run_1/m2.png
Scale: 3 px per um.
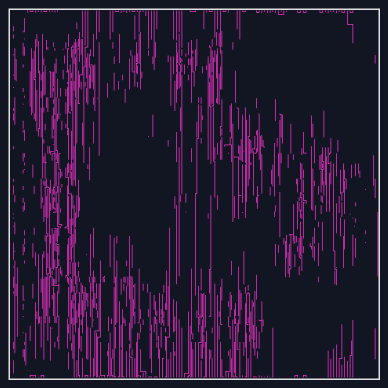
run_1/floorplan.png
Scale: 3 px per um. Pins as bars on the die edge.
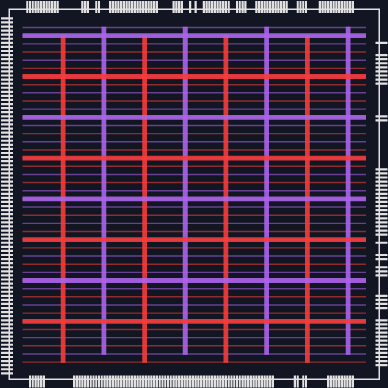
run_1/util_map.png
Scale: 3 px per um. The die is cut into 12 by 12 equal tiles; black is low, pale yellow is high, 0 to 100% covered.
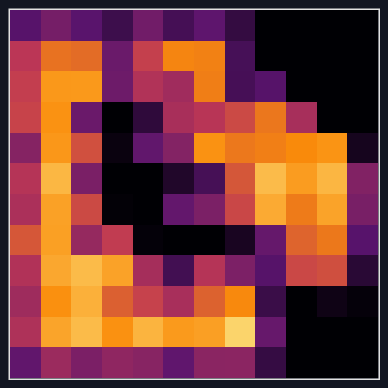
run_1/ff_map.png
Scale: 3 px per um.
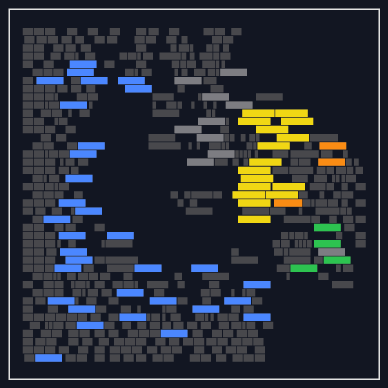
## config.mk

```make
export PLATFORM = sky130hd
export DESIGN_NAME = hash_request_arbiter
export DESIGN_NICKNAME = d
export VERILOG_FILES = /design/src/rtl/hash_arb_pkg.sv /design/src/rtl/hash_request_arbiter_tag_fifo.sv /design/src/rtl/hash_request_arbiter.sv
export SDC_FILE = /design/constraint.sdc
export NUM_CORES = 1
export LEC_CHECK = 0
export CORE_MARGIN = 4
export CORE_UTILIZATION = 31
export DETAILED_ROUTE_END_ITERATION = 10
export GPL_ROUTABILITY_DRIVEN = 0
export PLACE_DENSITY = 0.87
export SLEW_MARGIN = 20
export SYNTH_ARGS = -nofsm -noshare
export SYNTH_HDL_FRONTEND = slang
export SYNTH_SLANG_ARGS = --single-unit
```

## constraint.sdc

```tcl
create_clock -name clk -period 3 [get_ports clk]
set_input_delay 0.6 -clock clk [delete_from_list [all_inputs] [get_ports clk]]
set_output_delay 0.6 -clock clk [all_outputs]
set_load 0.02 [all_outputs]
```

## src/rtl/hash_arb_pkg.sv

```systemverilog
// Shared types and constants for the hash-table request arbiter.
package hash_arb_pkg;

  // Command FSM states
  typedef enum logic [0:0] {
    IDLE  = 1'b0,
    ISSUE = 1'b1
  } arb_state_e;

  // Width of the hash-table result word
  localparam int RESULT_W = 64;

  // Status flag positions inside the result word
  localparam int RES_NO_DELETION_TARGET_BIT  = 60;
  localparam int RES_NO_WRITE_SPACE_BIT      = 61;
  localparam int RES_NO_ELEMENT_FOUND_BIT    = 62;
  localparam int RES_KEY_ALREADY_PRESENT_BIT = 63;

  // Command word = 2-bit opcode + data field + key field
  function automatic int cmd_width(input int key_width, input int data_width);
    return 2 + data_width + key_width;
  endfunction

endpackage

```

## src/rtl/hash_request_arbiter_tag_fifo.sv

```systemverilog
// In-order tag FIFO: remembers which requester issued each outstanding command.
module tag_fifo #(
  parameter  int DEPTH = 8,
  parameter  int W     = 2,
  localparam int AW    = $clog2(DEPTH),
  localparam int CW    = AW + 1
) (
  input  logic          clk,
  input  logic          rst_n,
  input  logic          push,
  input  logic [W-1:0]  push_data,
  input  logic          pop,
  output logic [W-1:0]  head,
  output logic [CW-1:0] count
);

  logic [W-1:0]  mem_r [DEPTH];
  logic [AW-1:0] wr_ptr_r;
  logic [AW-1:0] rd_ptr_r;
  logic [CW-1:0] count_r;

  // Tag storage; contents are only meaningful while count is non-zero
  always_ff @(posedge clk) begin
    if (push) begin
      mem_r[wr_ptr_r] <= push_data;
    end
  end

  // Pointers wrap naturally; occupancy tracks push/pop with no change on both
  always_ff @(posedge clk or negedge rst_n) begin
    if (!rst_n) begin
      wr_ptr_r <= '0;
      rd_ptr_r <= '0;
      count_r  <= '0;
    end else begin
      if (push) begin
        wr_ptr_r <= wr_ptr_r + 1'b1;
      end
      if (pop) begin
        rd_ptr_r <= rd_ptr_r + 1'b1;
      end
      case ({push, pop})
        2'b10:   count_r <= count_r + 1'b1;
        2'b01:   count_r <= count_r - 1'b1;
        default: count_r <= count_r;
      endcase
    end
  end

  assign head  = mem_r[rd_ptr_r];
  assign count = count_r;

endmodule

```

## src/rtl/hash_request_arbiter.sv

```systemverilog
// Round-robin arbiter sharing one in-order hash-table port among NUM_REQ
// requesters; a tag FIFO steers each returning result back to its issuer.
module hash_request_arbiter
  import hash_arb_pkg::*;
#(
  parameter  int KEY_WIDTH  = 5,
  parameter  int DATA_WIDTH = 25,
  parameter  int NUM_REQ    = 4,
  parameter  int TAG_DEPTH  = 8,
  localparam int CMD_W      = cmd_width(KEY_WIDTH, DATA_WIDTH),
  localparam int ID_W       = $clog2(NUM_REQ),
  localparam int CNT_W      = $clog2(TAG_DEPTH) + 1
) (
  input  logic                     clk,
  input  logic                     reset,
  input  logic [NUM_REQ-1:0]       req_valid_i,
  input  logic [NUM_REQ*CMD_W-1:0] req_data_i,
  output logic [NUM_REQ-1:0]       req_ready_o,
  output logic [NUM_REQ-1:0]       rsp_valid_o,
  output logic [RESULT_W-1:0]      rsp_data_o,
  input  logic [NUM_REQ-1:0]       rsp_ready_i,
  output logic                     cmd_valid_o,
  output logic [CMD_W-1:0]         cmd_data_o,
  input  logic                     cmd_ready_i,
  input  logic                     tbl_valid_i,
  input  logic [RESULT_W-1:0]      tbl_data_i,
  output logic                     tbl_ready_o,
  output logic [CNT_W-1:0]         outstanding_o,
  output logic                     proto_err_o
);

  arb_state_e         state_r;
  logic [ID_W-1:0]    grant_r;
  logic [ID_W-1:0]    rr_ptr_r;
  logic               cmd_valid_r;
  logic [CMD_W-1:0]   cmd_data_r;
  logic               proto_err_r;

  logic [ID_W-1:0]    pick_s;
  logic [ID_W-1:0]    head_s;
  logic [CNT_W-1:0]   count_s;
  logic               fifo_ne_s;
  logic               full_s;
  logic               push_s;
  logic               pop_s;
  logic [NUM_REQ-1:0] req_ready_s;
  logic [NUM_REQ-1:0] rsp_valid_s;
  logic               tbl_ready_s;

  // One-hot decode of a requester index
  function automatic logic [NUM_REQ-1:0] onehot(input logic [ID_W-1:0] idx);
    logic [NUM_REQ-1:0] v;
    v      = '0;
    v[idx] = 1'b1;
    return v;
  endfunction

  // First valid requester at or after ptr, searching upward with wrap
  function automatic logic [ID_W-1:0] rr_pick(input logic [NUM_REQ-1:0] valid,
                                              input logic [ID_W-1:0]    ptr);
    logic [ID_W-1:0] pick;
    logic            found;
    int              idx;
    pick  = '0;
    found = 1'b0;
    for (int i = 0; i < NUM_REQ; i++) begin
      idx = (int'(ptr) + i) % NUM_REQ;
      if (!found && valid[idx]) begin
        pick  = ID_W'(idx);
        found = 1'b1;
      end else begin
        found = found;
      end
    end
    return pick;
  endfunction

  // Round-robin pointer moves just past the requester that was served
  function automatic logic [ID_W-1:0] next_ptr(input logic [ID_W-1:0] g);
    if (int'(g) == NUM_REQ - 1) begin
      return '0;
    end else begin
      return g + 1'b1;
    end
  endfunction

  assign pick_s    = rr_pick(req_valid_i, rr_ptr_r);
  assign fifo_ne_s = (count_s != '0);
  assign full_s    = (count_s == CNT_W'(TAG_DEPTH));
  assign push_s    = cmd_valid_r & cmd_ready_i;
  assign pop_s     = tbl_valid_i & tbl_ready_s;

  // Command FSM: pick in IDLE, hold grant and command word until accepted in ISSUE
  always_ff @(posedge clk or negedge reset) begin
    if (!reset) begin
      state_r     <= IDLE;
      grant_r     <= '0;
      rr_ptr_r    <= '0;
      cmd_valid_r <= 1'b0;
      cmd_data_r  <= '0;
    end else begin
      case (state_r)
        IDLE: begin
          if ((|req_valid_i) && !full_s) begin
            grant_r     <= pick_s;
            cmd_data_r  <= req_data_i[int'(pick_s)*CMD_W +: CMD_W];
            cmd_valid_r <= 1'b1;
            state_r     <= ISSUE;
          end else begin
            state_r     <= IDLE;
          end
        end
        ISSUE: begin
          if (cmd_ready_i) begin
            rr_ptr_r    <= next_ptr(grant_r);
            cmd_valid_r <= 1'b0;
            state_r     <= IDLE;
          end else begin
            state_r     <= ISSUE;
          end
        end
        default: begin
          cmd_valid_r <= 1'b0;
          state_r     <= IDLE;
        end
      endcase
    end
  end

  // Accept strobe to the granted requester and result steering by FIFO head
  always_comb begin
    req_ready_s = '0;
    rsp_valid_s = '0;
    tbl_ready_s = 1'b0;
    if (cmd_valid_r && cmd_ready_i) begin
      req_ready_s = onehot(grant_r);
    end else begin
      req_ready_s = '0;
    end
    if (tbl_valid_i && fifo_ne_s) begin
      rsp_valid_s = onehot(head_s);
    end else begin
      rsp_valid_s = '0;
    end
    if (fifo_ne_s) begin
      tbl_ready_s = rsp_ready_i[head_s];
    end else begin
      tbl_ready_s = 1'b0;
    end
  end

  // Sticky flag for a result that arrives with nothing outstanding
  always_ff @(posedge clk or negedge reset) begin
    if (!reset) begin
      proto_err_r <= 1'b0;
    end else if (tbl_valid_i && !fifo_ne_s) begin
      proto_err_r <= 1'b1;
    end else begin
      proto_err_r <= proto_err_r;
    end
  end

  tag_fifo #(
    .DEPTH (TAG_DEPTH),
    .W     (ID_W)
  ) u_tag_fifo (
    .clk       (clk),
    .rst_n     (reset),
    .push      (push_s),
    .push_data (grant_r),
    .pop       (pop_s),
    .head      (head_s),
    .count     (count_s)
  );

  assign req_ready_o   = req_ready_s;
  assign rsp_valid_o   = rsp_valid_s;
  assign rsp_data_o    = tbl_data_i;
  assign tbl_ready_o   = tbl_ready_s;
  assign cmd_valid_o   = cmd_valid_r;
  assign cmd_data_o    = cmd_data_r;
  assign outstanding_o = count_s;
  assign proto_err_o   = proto_err_r;

endmodule

```

==> summary.txt, run 1 <==
flow finished, numbers: worst slack, placed=-0.135 ns, Worst EP arrival=3.30 ns, Top cell area share=between 30% and 40%, DRC=0, comb pwr=3.17 mW, Final Power=5.91 mW, final setup fails=1, Final HPWL DP=between 9000 and 10000 um, syn avg cell area=about 11 sq um, Post-CTS Setup Inserts=2, routing usage on met1=17.3%, Commonest Layout Cell=clkdlybuf4s50_1, Sw Pwr=2.25 mW, Die Span X=123 um, clk pwr=1.09 mW, met3 WL=1070 um, Simple-Gate Area Share=9.06%, final hold slack=0.270 ns, VDD IR-drop max=0.403 mV, Setup crit end=u_tag_fifo.count[3], Nets at Floorplan=592, Post-Synth AOI/OAI Area=9.22%, Final #Nets=726, Num CTS Buffers=9, ys async rst share=75.4%, status=finished with violations, Cell Chain, Critical Path=mux2_4 -> mux4_2 -> mux4_2 -> buf_6 -> nand2_4 -> inv_2 -> ha_4 -> ha_4 -> a21o_1 -> a21oi_2 -> xnor2_1 -> nor2_1 -> xor2_1, gr usage total=15.6%, Synth cell types=38, grt ovf=0, num ports=315, CTS tree=done, clkbuf count=9, Mapped Area=4090 sq um, registers=about 65, Final WS setup=-0.0942 ns, critical path peak fanout=6, failing checks=setup timing
-- m2.png (at the start) --
longest straight run: 47.9 um
nets with wire on the layer: 635
wire length on this layer: 6150 um
main direction: vertical
Total Wirelength: 12000 um
Vias: 3325
met2 global-route usage: 27.5%

-- floorplan.png (at the start) --
legend:
  purple:
    net: VDD
  red:
    net: VSS
met1 rails: 42
rows: 41
met5 straps: 8

-- util_map.png (at the start) --
mean over tiles: 39%
fullest tile: 91%
nearly empty tiles: 20%

-- ff_map.png (at the start) --
legend:
  orange:
    name_in_the_netlist: `u_tag_fifo.rd_ptr_r`
    sequential_cells: 3
  yellow:
    name_in_the_netlist: `u_tag_fifo.mem_r`
    sequential_cells: 16
  blue:
    name_in_the_netlist: `cmd_data_o`
    sequential_cells: 32
  green:
    name_in_the_netlist: `u_tag_fifo.count`
    sequential_cells: 4
not colored: 10
Reg area: 1710 sq um
P_seq: 1.65 mW
Final Util: 48.1%
register share of the cell area: 27.8%

## Run 2: what changed since run 1
--- a/config.mk
+++ b/config.mk
@@ -6,4 +6,5 @@
 export NUM_CORES = 1
 export LEC_CHECK = 0
+export ABC_CLOCK_PERIOD_IN_PS = 3000
 export CORE_MARGIN = 4
 export CORE_UTILIZATION = 31
==> constraint.sdc (replaced) <==
create_clock -name clk -period 3 [get_ports clk]
set_input_delay 0.75 -clock clk [delete_from_list [all_inputs] [get_ports clk]]
set_output_delay 0.75 -clock clk [all_outputs]
set_load 0.02 [all_outputs]
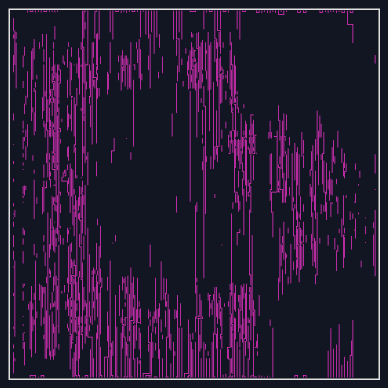
run_2/m2.png
Scale: 3 px per um.
share of all routed wire: 52%
longest straight run: 45.2 um
wire length on this layer: 6390 um

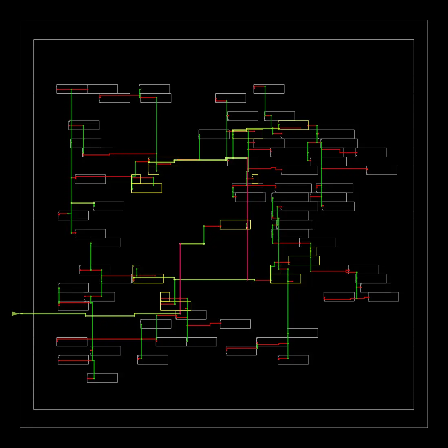
run_2/clock_nets.png
clkbuf count: 9
Num CTS Buffers: 9

==> run 2 against run 1 <==
  * The run still ends with setup timing left
  * Sequential power hardly changed
  * Via count increased by 2.7%
  * Clock skew down 0.0015 ns
  * Register-to-register slack improved by 0.02 ns
  * Clock-buffer cell count unchanged
  * Synthesized area did not move
  * Highest routed layer unchanged
==> summary.txt, run 2 <==
flow finished, numbers: status=finished with violations, failing checks=setup timing, Setup crit end=tbl_ready_o, Worst Min Path Start=proto_err_o, initial drt markers=118, register share of the cell area=27.7% (-0.073 points), sequential fraction of design power=between 20 and 30%, Synth area leader=dfrtp_1, synthesized flop and latch total=around 65, Post-Synthesis Cells=378, worst r2r src=u_tag_fifo.rd_ptr_r[0], EDFF count, synth=16, met2 global-route usage=28.9% (+1.5 points), VDD IR-drop max=0.364 mV (-9.5%), Post-CTS Setup Inserts=2 (unchanged), routing usage on met1=17.2% (-0.082 points), Hold WC Path Type=reg2reg, path length in cells of the critical path=5, registers=65 (unchanged), grt ovf=0 (unchanged), met3 WL=1120 um (+4.3%), comb pwr=3.27 mW (+3%), top cell category=buffers, crit path from=u_tag_fifo.rd_ptr_r[0], Mapped Area=4090 sq um (unchanged), DRC=0 (unchanged), Synth cell types=38 (unchanged), Final Util=48.2% (+0.13 points), final setup fails=3 (+2), P_seq=1.66 mW (about the same), Final WS setup=-0.116 ns (-0.0215 ns), FMAX=0.321 GHz, syn avg cell area=10.8 sq um (unchanged), Final #Nets=729 (+0.41%), hold path cells=1, num ports=315 (unchanged), post-route insts no fill=692, clock root buffer master=clkbuf_16, Critical R2R Capture=u_tag_fifo.count[3], Final min period=3.12 ns, Max Used Layer=met4, number of fill cells=roughly 1100, tap cells=172, clk pwr=0.962 mW (-10%), Commonest Layout Cell=clkdlybuf4s50_1, hold path endpoint=proto_err_o, Simple-Gate Area Share=9.06% (unchanged), Reg area=1710 sq um (unchanged), Final Power=5.89 mW (-0.37%), Inverters=8, Die Span X=123 um (unchanged), Main logic family=multiplexers, Cell Chain, Critical Path=mux2_4 -> mux4_2 -> mux4_2 -> nor2b_4 -> buf_6, Pre-antenna DRT Iters=4, P_leak=2.68 nW, Final HPWL DP=9600 um (+0.80%), number of global-route vias before repair=between 3000 and 4000, Total Wirelength=12300 um (+2.6%), Nets at Floorplan=592 (unchanged), CTS HTree Levels=3, Worst EP arrival=2.37 ns (-0.93 ns), Met2 Wirelength=approximately 6400 um, Top cell area share=30.0% (unchanged), max reg flops=32, worst slack, placed=-0.281 ns (-0.146 ns), CP delay by family, top=multiplexers, Sw Pwr=2.32 mW (+3.2%), gr usage total=16.1% (+0.53 points), ys async rst share=75.4% (unchanged), critical path peak fanout=6 (unchanged), Vias=3414 (+2.7%), CTS tree=done, Post-Synth AOI/OAI Area=9.22% (unchanged), final hold slack=0.467 ns (+0.197 ns), TritonCTS Sinks=65, tool warnings=31, XOR Share, Synth=between 1.5 and 2%
Power is estimated from default activity; no workload was simulated.
